### Placement by cell class

Fill, decap, tap and diode cells in gray.
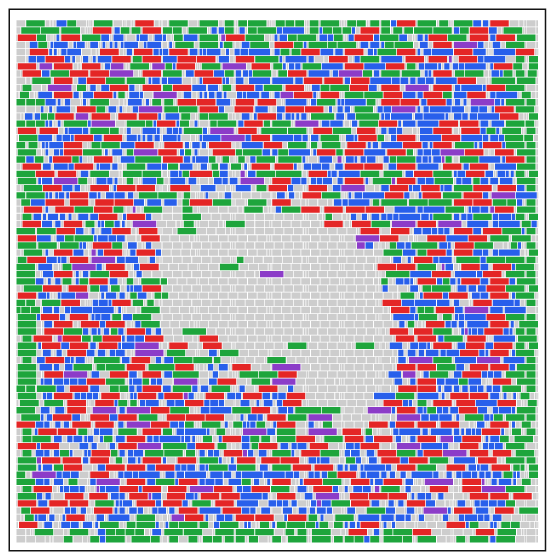
### Placed standard cells

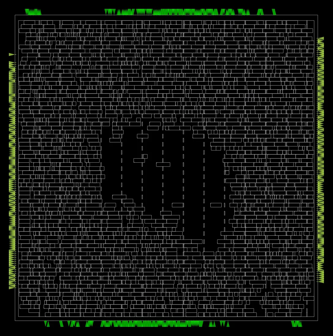
### Nets reached from selected ports

The bar under the picture is 50 um long.
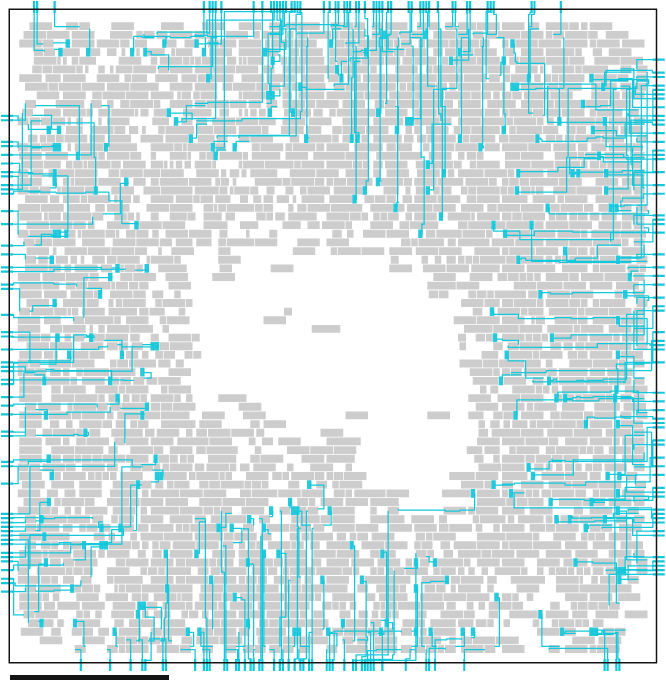
==> src/rtl/ex_mem_lane_reg_pkg.sv <==
// ---------------------------------------------------------------------------
// ex_mem_lane_reg_pkg
// Shared definitions for the EX/MEM multi-lane pipeline register.
//   - Per-lane payload field widths and bit offsets (LSB-relative)
//   - Derived per-lane payload width PAYLOAD_W_C
//   - Indices of the control bits inside the ctrl field
// Payload layout per lane, MSB to LSB:
//   ctrl[4:0] | zero | target[31:0] | alu[31:0] | store[31:0] | wreg[4:0]
// ---------------------------------------------------------------------------
package ex_mem_lane_reg_pkg;

  localparam int CTRL_W = 5;
  localparam int ZERO_W = 1;
  localparam int DATA_W = 32;
  localparam int REG_W  = 5;

  localparam int PAYLOAD_W_C = CTRL_W + ZERO_W + 3 * DATA_W + REG_W;

  localparam int WREG_LSB   = 0;
  localparam int STORE_LSB  = WREG_LSB + REG_W;
  localparam int ALU_LSB    = STORE_LSB + DATA_W;
  localparam int TARGET_LSB = ALU_LSB + DATA_W;
  localparam int ZERO_LSB   = TARGET_LSB + DATA_W;
  localparam int CTRL_LSB   = ZERO_LSB + ZERO_W;

  // Bit positions inside the ctrl field
  typedef enum int {
    CTL_MEMTOREG = 0,
    CTL_REGWRITE = 1,
    CTL_MEMREAD  = 2,
    CTL_MEMWRITE = 3,
    CTL_BRANCH   = 4
  } ctrl_bit_e;

  // Field view of one lane payload; member order matches the offsets above
  typedef struct packed {
    logic [CTRL_W-1:0] ctrl;
    logic              zero;
    logic [DATA_W-1:0] target;
    logic [DATA_W-1:0] alu;
    logic [DATA_W-1:0] store;
    logic [REG_W-1:0]  wreg;
  } lane_payload_t;

endpackage

==> src/rtl/ex_mem_lane_reg_pipe_entry.sv <==
// ---------------------------------------------------------------------------
// ex_mem_lane_reg_pipe_entry  (the pipe_entry storage element)
// One held entry of the EX/MEM register: valid bit, per-lane valid bits and
// the packed payload of all lanes.
// Next-state priority: clear > load > hold-with-mask.
// Ports:
//   clk            clock
//   clear_i        empty the entry (reset or group flush)
//   load_i         overwrite with load_lv_i / load_pl_i
//   load_lv_i      lane-valid bits to load
//   load_pl_i      payload to load (bubble lanes already zero)
//   mask_i         lanes to kill in the held contents when not loading
//   valid_o        stored valid
//   lane_valid_o   stored lane-valid bits
//   payload_o      stored payload
//   valid_m_o      valid after applying mask_i to the held contents
//   lane_valid_m_o lane-valid bits after applying mask_i
//   payload_m_o    payload with masked lanes zeroed
// ---------------------------------------------------------------------------
module ex_mem_lane_reg_pipe_entry
  import ex_mem_lane_reg_pkg::*;
#(
  parameter int LANES     = 2,
  parameter int PAYLOAD_W = PAYLOAD_W_C
) (
  input  logic                         clk,
  input  logic                         clear_i,
  input  logic                         load_i,
  input  logic [LANES-1:0]             load_lv_i,
  input  logic [LANES*PAYLOAD_W-1:0]   load_pl_i,
  input  logic [LANES-1:0]             mask_i,
  output logic                         valid_o,
  output logic [LANES-1:0]             lane_valid_o,
  output logic [LANES*PAYLOAD_W-1:0]   payload_o,
  output logic                         valid_m_o,
  output logic [LANES-1:0]             lane_valid_m_o,
  output logic [LANES*PAYLOAD_W-1:0]   payload_m_o
);

  logic                       valid_q;
  logic                       valid_d;
  logic [LANES-1:0]           lv_q;
  logic [LANES-1:0]           lv_d;
  logic [LANES*PAYLOAD_W-1:0] pl_q;
  logic [LANES*PAYLOAD_W-1:0] pl_d;

  // Held contents with the masked lanes removed
  always_comb begin
    lane_valid_m_o = lv_q & ~mask_i;
    payload_m_o    = {LANES*PAYLOAD_W{1'b0}};
    for (int i = 0; i < LANES; i++) begin
      if (mask_i[i]) begin
        payload_m_o[i*PAYLOAD_W +: PAYLOAD_W] = {PAYLOAD_W{1'b0}};
      end else begin
        payload_m_o[i*PAYLOAD_W +: PAYLOAD_W] = pl_q[i*PAYLOAD_W +: PAYLOAD_W];
      end
    end
    valid_m_o = valid_q & (|lane_valid_m_o);
  end

  // Next state; an entry is valid exactly when at least one lane survives
  always_comb begin
    if (clear_i) begin
      lv_d = {LANES{1'b0}};
      pl_d = {LANES*PAYLOAD_W{1'b0}};
    end else if (load_i) begin
      lv_d = load_lv_i;
      pl_d = load_pl_i;
    end else begin
      lv_d = lane_valid_m_o;
      pl_d = payload_m_o;
    end
    valid_d = |lv_d;
  end

  // Entry storage
  always_ff @(posedge clk) begin
    valid_q <= valid_d;
    lv_q    <= lv_d;
    pl_q    <= pl_d;
  end

  assign valid_o      = valid_q;
  assign lane_valid_o = lv_q;
  assign payload_o    = pl_q;

endmodule

==> src/rtl/ex_mem_lane_reg.sv <==
// ---------------------------------------------------------------------------
// ex_mem_lane_reg
// Multi-lane EX/MEM pipeline register with valid/ready flow control and a
// 2-entry (head + skid) buffer so that in_ready comes straight from a flop
// and never depends combinationally on out_ready.
// Optional feature macro: EXMEM_PERF_CNT_EN (adds stall_cnt / bubble_cnt).
// Ports:
//   clk, reset            clock, synchronous active-high reset
//   in_valid              group valid from EX
//   in_lane_valid         per-lane valid within the group
//   in_payload            lane i at [i*PAYLOAD_W +: PAYLOAD_W]
//   in_ready              registered; high when the skid entry is free
//   out_valid             head entry valid to MEM (registered)
//   out_lane_valid        head lane-valid bits (registered)
//   out_payload           head payload (registered)
//   out_ready             MEM takes the head entry
//   flush                 kill all held and incoming entries
//   flush_lane_mask       kill selected lanes in all held entries
//   stall_cnt, bubble_cnt saturating perf counters (EXMEM_PERF_CNT_EN only)
// ---------------------------------------------------------------------------
module ex_mem_lane_reg
  import ex_mem_lane_reg_pkg::*;
#(
  parameter int LANES     = 2,
  parameter int PAYLOAD_W = PAYLOAD_W_C
) (
  input  logic                       clk,
  input  logic                       reset,
  input  logic                       in_valid,
  input  logic [LANES-1:0]           in_lane_valid,
  input  logic [LANES*PAYLOAD_W-1:0] in_payload,
  output logic                       in_ready,
  output logic                       out_valid,
  output logic [LANES-1:0]           out_lane_valid,
  output logic [LANES*PAYLOAD_W-1:0] out_payload,
  input  logic                       out_ready,
  input  logic                       flush,
  input  logic [LANES-1:0]           flush_lane_mask
`ifdef EXMEM_PERF_CNT_EN
  ,
  output logic [31:0]                stall_cnt,
  output logic [31:0]                bubble_cnt
`endif
);

  localparam int W = LANES * PAYLOAD_W;

  logic             head_valid_q, head_valid_m_s;
  logic [LANES-1:0] head_lv_q, head_lv_m_s;
  logic [W-1:0]     head_pl_q, head_pl_m_s;
  logic             skid_valid_q, skid_valid_m_s;
  logic [LANES-1:0] skid_lv_q, skid_lv_m_s;
  logic [W-1:0]     skid_pl_q, skid_pl_m_s;

  logic             in_ready_q;
  logic             deq_s, acc_s, inc_s, clear_s;
  logic             keep_head_s, keep_skid_s;
  logic [LANES-1:0] inc_lv_s;
  logic [W-1:0]     inc_pl_s;
  logic             head_load_s, skid_load_s;
  logic [LANES-1:0] head_load_lv_s, skid_load_lv_s;
  logic [W-1:0]     head_load_pl_s, skid_load_pl_s;
  logic             skid_valid_next_s;
  logic             unused_s;

  // Handshakes and which held entries survive this edge
  always_comb begin
    deq_s       = head_valid_q & out_ready;
    acc_s       = in_valid & in_ready_q;
    inc_s       = acc_s & (|in_lane_valid);
    clear_s     = reset | flush;
    // A masked-out head is treated like a dequeued one so the skid compacts
    keep_head_s = head_valid_m_s & ~deq_s;
    keep_skid_s = skid_valid_m_s;
  end

  // Incoming group with bubble lanes forced to an all-zero payload
  always_comb begin
    inc_lv_s = in_lane_valid & {LANES{inc_s}};
    inc_pl_s = {W{1'b0}};
    for (int i = 0; i < LANES; i++) begin
      if (inc_lv_s[i]) begin
        inc_pl_s[i*PAYLOAD_W +: PAYLOAD_W] = in_payload[i*PAYLOAD_W +: PAYLOAD_W];
      end else begin
        inc_pl_s[i*PAYLOAD_W +: PAYLOAD_W] = {PAYLOAD_W{1'b0}};
      end
    end
  end

  // FIFO placement: survivors keep their order, the new group goes behind them
  always_comb begin
    head_load_s = ~keep_head_s;
    if (keep_skid_s) begin
      head_load_lv_s = skid_lv_m_s;
      head_load_pl_s = skid_pl_m_s;
    end else begin
      head_load_lv_s = inc_lv_s;
      head_load_pl_s = inc_pl_s;
    end
    skid_load_s = ~(keep_head_s & keep_skid_s);
    if (keep_head_s & ~keep_skid_s) begin
      skid_load_lv_s = inc_lv_s;
      skid_load_pl_s = inc_pl_s;
    end else begin
      skid_load_lv_s = {LANES{1'b0}};
      skid_load_pl_s = {W{1'b0}};
    end
    skid_valid_next_s = ~flush & keep_head_s & (keep_skid_s | inc_s);
  end

  ex_mem_lane_reg_pipe_entry #(
    .LANES     (LANES),
    .PAYLOAD_W (PAYLOAD_W)
  ) u_head (
    .clk            (clk),
    .clear_i        (clear_s),
    .load_i         (head_load_s),
    .load_lv_i      (head_load_lv_s),
    .load_pl_i      (head_load_pl_s),
    .mask_i         (flush_lane_mask),
    .valid_o        (head_valid_q),
    .lane_valid_o   (head_lv_q),
    .payload_o      (head_pl_q),
    .valid_m_o      (head_valid_m_s),
    .lane_valid_m_o (head_lv_m_s),
    .payload_m_o    (head_pl_m_s)
  );

  ex_mem_lane_reg_pipe_entry #(
    .LANES     (LANES),
    .PAYLOAD_W (PAYLOAD_W)
  ) u_skid (
    .clk            (clk),
    .clear_i        (clear_s),
    .load_i         (skid_load_s),
    .load_lv_i      (skid_load_lv_s),
    .load_pl_i      (skid_load_pl_s),
    .mask_i         (flush_lane_mask),
    .valid_o        (skid_valid_q),
    .lane_valid_o   (skid_lv_q),
    .payload_o      (skid_pl_q),
    .valid_m_o      (skid_valid_m_s),
    .lane_valid_m_o (skid_lv_m_s),
    .payload_m_o    (skid_pl_m_s)
  );

  // in_ready mirrors the next skid state so it is a pure flop output
  always_ff @(posedge clk) begin
    if (reset) begin
      in_ready_q <= 1'b0;
    end else begin
      in_ready_q <= ~skid_valid_next_s;
    end
  end

  assign in_ready       = in_ready_q;
  assign out_valid      = head_valid_q;
  assign out_lane_valid = head_lv_q;
  assign out_payload    = head_pl_q;

  assign unused_s = ^{head_lv_m_s, head_pl_m_s, skid_valid_q, skid_lv_q, skid_pl_q};

`ifdef EXMEM_PERF_CNT_EN
  logic [31:0] stall_cnt_q;
  logic [31:0] bubble_cnt_q;

  // Saturating perf counters; flush intentionally leaves them untouched
  always_ff @(posedge clk) begin
    if (reset) begin
      stall_cnt_q  <= 32'd0;
      bubble_cnt_q <= 32'd0;
    end else begin
      if (head_valid_q && !out_ready && (stall_cnt_q != 32'hFFFF_FFFF)) begin
        stall_cnt_q <= stall_cnt_q + 32'd1;
      end else begin
        stall_cnt_q <= stall_cnt_q;
      end
      if (!head_valid_q && (bubble_cnt_q != 32'hFFFF_FFFF)) begin
        bubble_cnt_q <= bubble_cnt_q + 32'd1;
      end else begin
        bubble_cnt_q <= bubble_cnt_q;
      end
    end
  end

  assign stall_cnt  = stall_cnt_q;
  assign bubble_cnt = bubble_cnt_q;
`endif

endmodule

==> config.mk <==
export PLATFORM = sky130hd
export DESIGN_NAME = ex_mem_lane_reg
export DESIGN_NICKNAME = d
export VERILOG_FILES = /design/src/rtl/ex_mem_lane_reg_pkg.sv /design/src/rtl/ex_mem_lane_reg_pipe_entry.sv /design/src/rtl/ex_mem_lane_reg.sv
export SDC_FILE = /design/constraint.sdc
export NUM_CORES = 1
export LEC_CHECK = 0
export CORE_AREA = 2 2 201 203
export DETAILED_ROUTE_END_ITERATION = 8
export DIE_AREA = 0 0 203 205
export MAX_ROUTING_LAYER = met4
export PLACE_DENSITY = 0.75
export SLEW_MARGIN = 15
export SYNTH_ARGS = -nofsm -noshare
export SYNTH_HDL_FRONTEND = slang
export SYNTH_SLANG_ARGS = --single-unit
==> constraint.sdc <==
create_clock -name clk -period 1.4 [get_ports clk]
set_input_delay 0.28 -clock clk [delete_from_list [all_inputs] [get_ports clk]]
set_output_delay 0.28 -clock clk [all_outputs]
set_load 0.05 [all_outputs]
==> out/metrics.csv <==
metric,value,unit
run status,"complete, but fails checks",
failing checks,setup timing,
PwrDens,959.6,nW/um^2
Flops after synth,435,
mean number of vias per cell,5.247,
Post-synth top flop,dfxtp_1,
drt pass-1 iters,5,
Final Hold Slack,0.2667,ns
drc violations,0,
CTS Buf Count,46,
Area after DPL,24990,sq um
P&R area growth vs syn,66.54,%
clk_lat worst skew,0.58,ns
HP Start,flush_lane_mask[0],
first-pass GRT wire length,79.61,mm
register share after synthesis,0.5064,
Die W,203,um
CTS H-tree lvls,2,
Synth Instances,1680,
Syn. warnings,0,
Congestion Overflow GR,0,
min-delay worst type,input port to flop,
number of global-route vias before repair,14310,
YS chip area,17200,sq um
ys async rst share,0,
Final Wtd Congestion,0.8454,
Logic area,9121,sq um
Yosys cell types,37,
Setup CP Type,flop to flop,
post-cts hold buffer count,0,
"Cell Area, Synth",17200,sq um
Post-Place Cells,2604,
largest net degree at the start of global routing,81,
drt initial violations,675,
gr usage total,0.2481,
Max Fclk,582.8,MHz
Flop area,8726,sq um
CP Max Fanout,8,
"EDFF count, synth",0,
count of nets after finishing,2379,
CTS tree,built,
Startpoint Class,flop,
minimum clock period,1.716,ns
CTS root buffer,clkbuf_16,
ys cells,1680,
crit path from,u_skid.lane_valid_o[0],
RSZ-0062 raised after global routing,yes,
"Reg clk slew, reported paths",0.06,ns
crit end category,flop,
antenna violations before repair,0,
Die Span Y,205,um
R2R Path Start,u_skid.lane_valid_o[0],
Worst EP arrival,2.21,ns
Antenna Violating Nets Remaining,0,
Synth Net Count,1903,
detailed placement HPWL,35.54,mm
period utilisation layout,1.226,
CTS Buffer Depth,3,
Final Hold Vio Count,0,
Filler Cells Inserted,2488,
most frequent cells in the layout,"429 x dfxtp_1, 263 x buf_12, 220 x clkdlybuf4s50_1",
layout cell share with drive strength beyond 1,0.2943,
antenna cells,0,
Commonest Layout Cell,dfxtp_1,
final setup margin,-0.3159,ns
CP Data Required Time,1.90,ns
via count,14260,
syn avg cell area,10.24,sq um
Final Skew,0.01061,ns
WL final,55.93,mm
Wirelength per Cell,20.58,um
tool warnings,29,
final max-slew violation count,0,
P_leak,0.01067,uW
Worst Tran Pin Value,0.5419,ns
max_cap viols,0,
"IR drop worst, VDD",0.9300,mV
FP Core Util,0.4369,
max_slew headroom,0.6387,
CTS Sinks,435,
final-report setup violation count,526,
chip area,41620,sq um
Notes on 'Placement by cell class' above:
Key: remaining logic cells = blue [cells 1104, share of their area 33%]; clock drivers and dummy loads = purple [cells 84, share of their area 5.7%]; remaining buffers and delay cells = green [cells 569, share of their area 31%]; registers = red [cells 435, share of their area 31%]
Layout Utilization: 0.7276
flop share of the area: 0.3047
core area: 39370 sq um
fin area: 28640 sq um

Notes on 'Placed standard cells' above:
tap cells: 525
row count: 73
Final Non-Filler Cells: 2717
sequential cells: 435

Notes on 'Nets reached from selected ports' above:
Key: in_payload = cyan [direction input, edge 60 east, 53 north, 51 west, 50 south, end cells 214, buffers 214, wire 8150 um]
port bufs: 440
I/O pin cnt: 441

## repair_timing
item,4_1_cts,5_1_grt
endpoints found under the hold margin,0,0
setup buffers,3,11
gates resized,68,236
setup endpoints to repair,650,652
pin swaps,15,14
cloned,2,13
## worst max-delay path, cell delays in order (launching register included)
cell and delay (ns):
dfxtp_2 0.32, nor2b_4 0.12, o21ai_4 0.19, buf_4 0.16
clkbuf_16 0.18, clkbuf_16 0.20, mux2i_1 0.28, nor2b_1 0.18
## state kept, by name, indices dropped and copies added (netlist names)
signal               cells
u_skid.payload_o       214
u_head.payload_o       214
u_head.lane_valid_o      2
u_head.valid_o           1
u_skid.valid_o           1
in_ready                 1
u_skid.lane_valid_o      2
## metal layers
| metal | up-vias | track usage | wire, um |
|---|---|---|---|
| li1 | 6623 | - | - |
| met1 | 6979 | 0.3047 | 22670 |
| met2 | 548 | 0.3987 | 27220 |
| met3 | 107 | 0.06872 | 4384 |
| met4 | 0 | 0.07351 | 1643 |
| met5 | - | - | 0 |
## layout make-up
class	instances	share of cell area
well taps	525	0.02293
inverters	2	0.0002621
clock buffers	68	0.04919
clock inverters	16	0.006422
multi-input cells	1102	0.3185
repair buffers	569	0.2981
flip-flops and latches	435	0.3047
## cells in the mapped netlist, types with 2 or more instances
library cell / n / area [sq um]
buf_6: 8 / 90.09
buf_8: 11 / 165.2
buf_2: 25 / 125.1
nor2_1: 46 / 172.7
nor3_4: 2 / 32.53
dfxtp_1: 435 / 8708
a22o_1: 172 / 1506
mux2i_1: 172 / 1722
buf_4: 18 / 135.1
nand2b_1: 214 / 1339
inv_1: 2 / 7.510
o21ai_2: 2 / 17.52
and3_1: 2 / 12.51
o2bb2ai_1: 42 / 367.9
nand2_1: 215 / 807.0
nor2b_1: 175 / 1095
mux2_2: 42 / 473.0
clkbuf_1: 78 / 292.8
## final timing paths
path                            end  depth (start not counted)  slack (ns)
max           u_skid.payload_o[176]                          7       -0.32
min          u_head.lane_valid_o[0]                          3        0.27
max reg2reg   u_skid.payload_o[176]                          7       -0.32
min reg2reg    u_head.payload_o[93]                          1        0.51
## cells by family (layout without fill, tap and decap cells)
family / Yosys count / after routing / share of synthesized area
flip-flops: 435 / 435 / 0.5064
AND/OR/NAND/NOR: 665 / 665 / 0.2056
buffers and inverters: 143 / 655 / 0.04765
multiplexers: 214 / 214 / 0.1276
AND-OR/OR-AND: 223 / 223 / 0.1128
## per-stage QoR
stage	worst slack (ns)	TNS [ns]	power, uW	utilization
after floorplan	-0.1209	-14.76	13590	-
after global placement	-0.6402	-242.87	14810	0.6348
after detailed placement	-0.6401	-246.69	14830	0.6348
after CTS	-0.2666	-80.13	27500	0.6847
after global routing	-0.3503	-126.78	28280	0.7276
final	-0.3159	-91.05	27480	0.7276
## report_power, final
part / total (uW) / internal (uW) / switching (uW)
sequential: 12500 / 12400 / 78.5
combinational: 2190 / 1260 / 934
clock: 12800 / 7700 / 5070
total: 27500 / 21400 / 6090
Power and IR drop assume default switching activity.
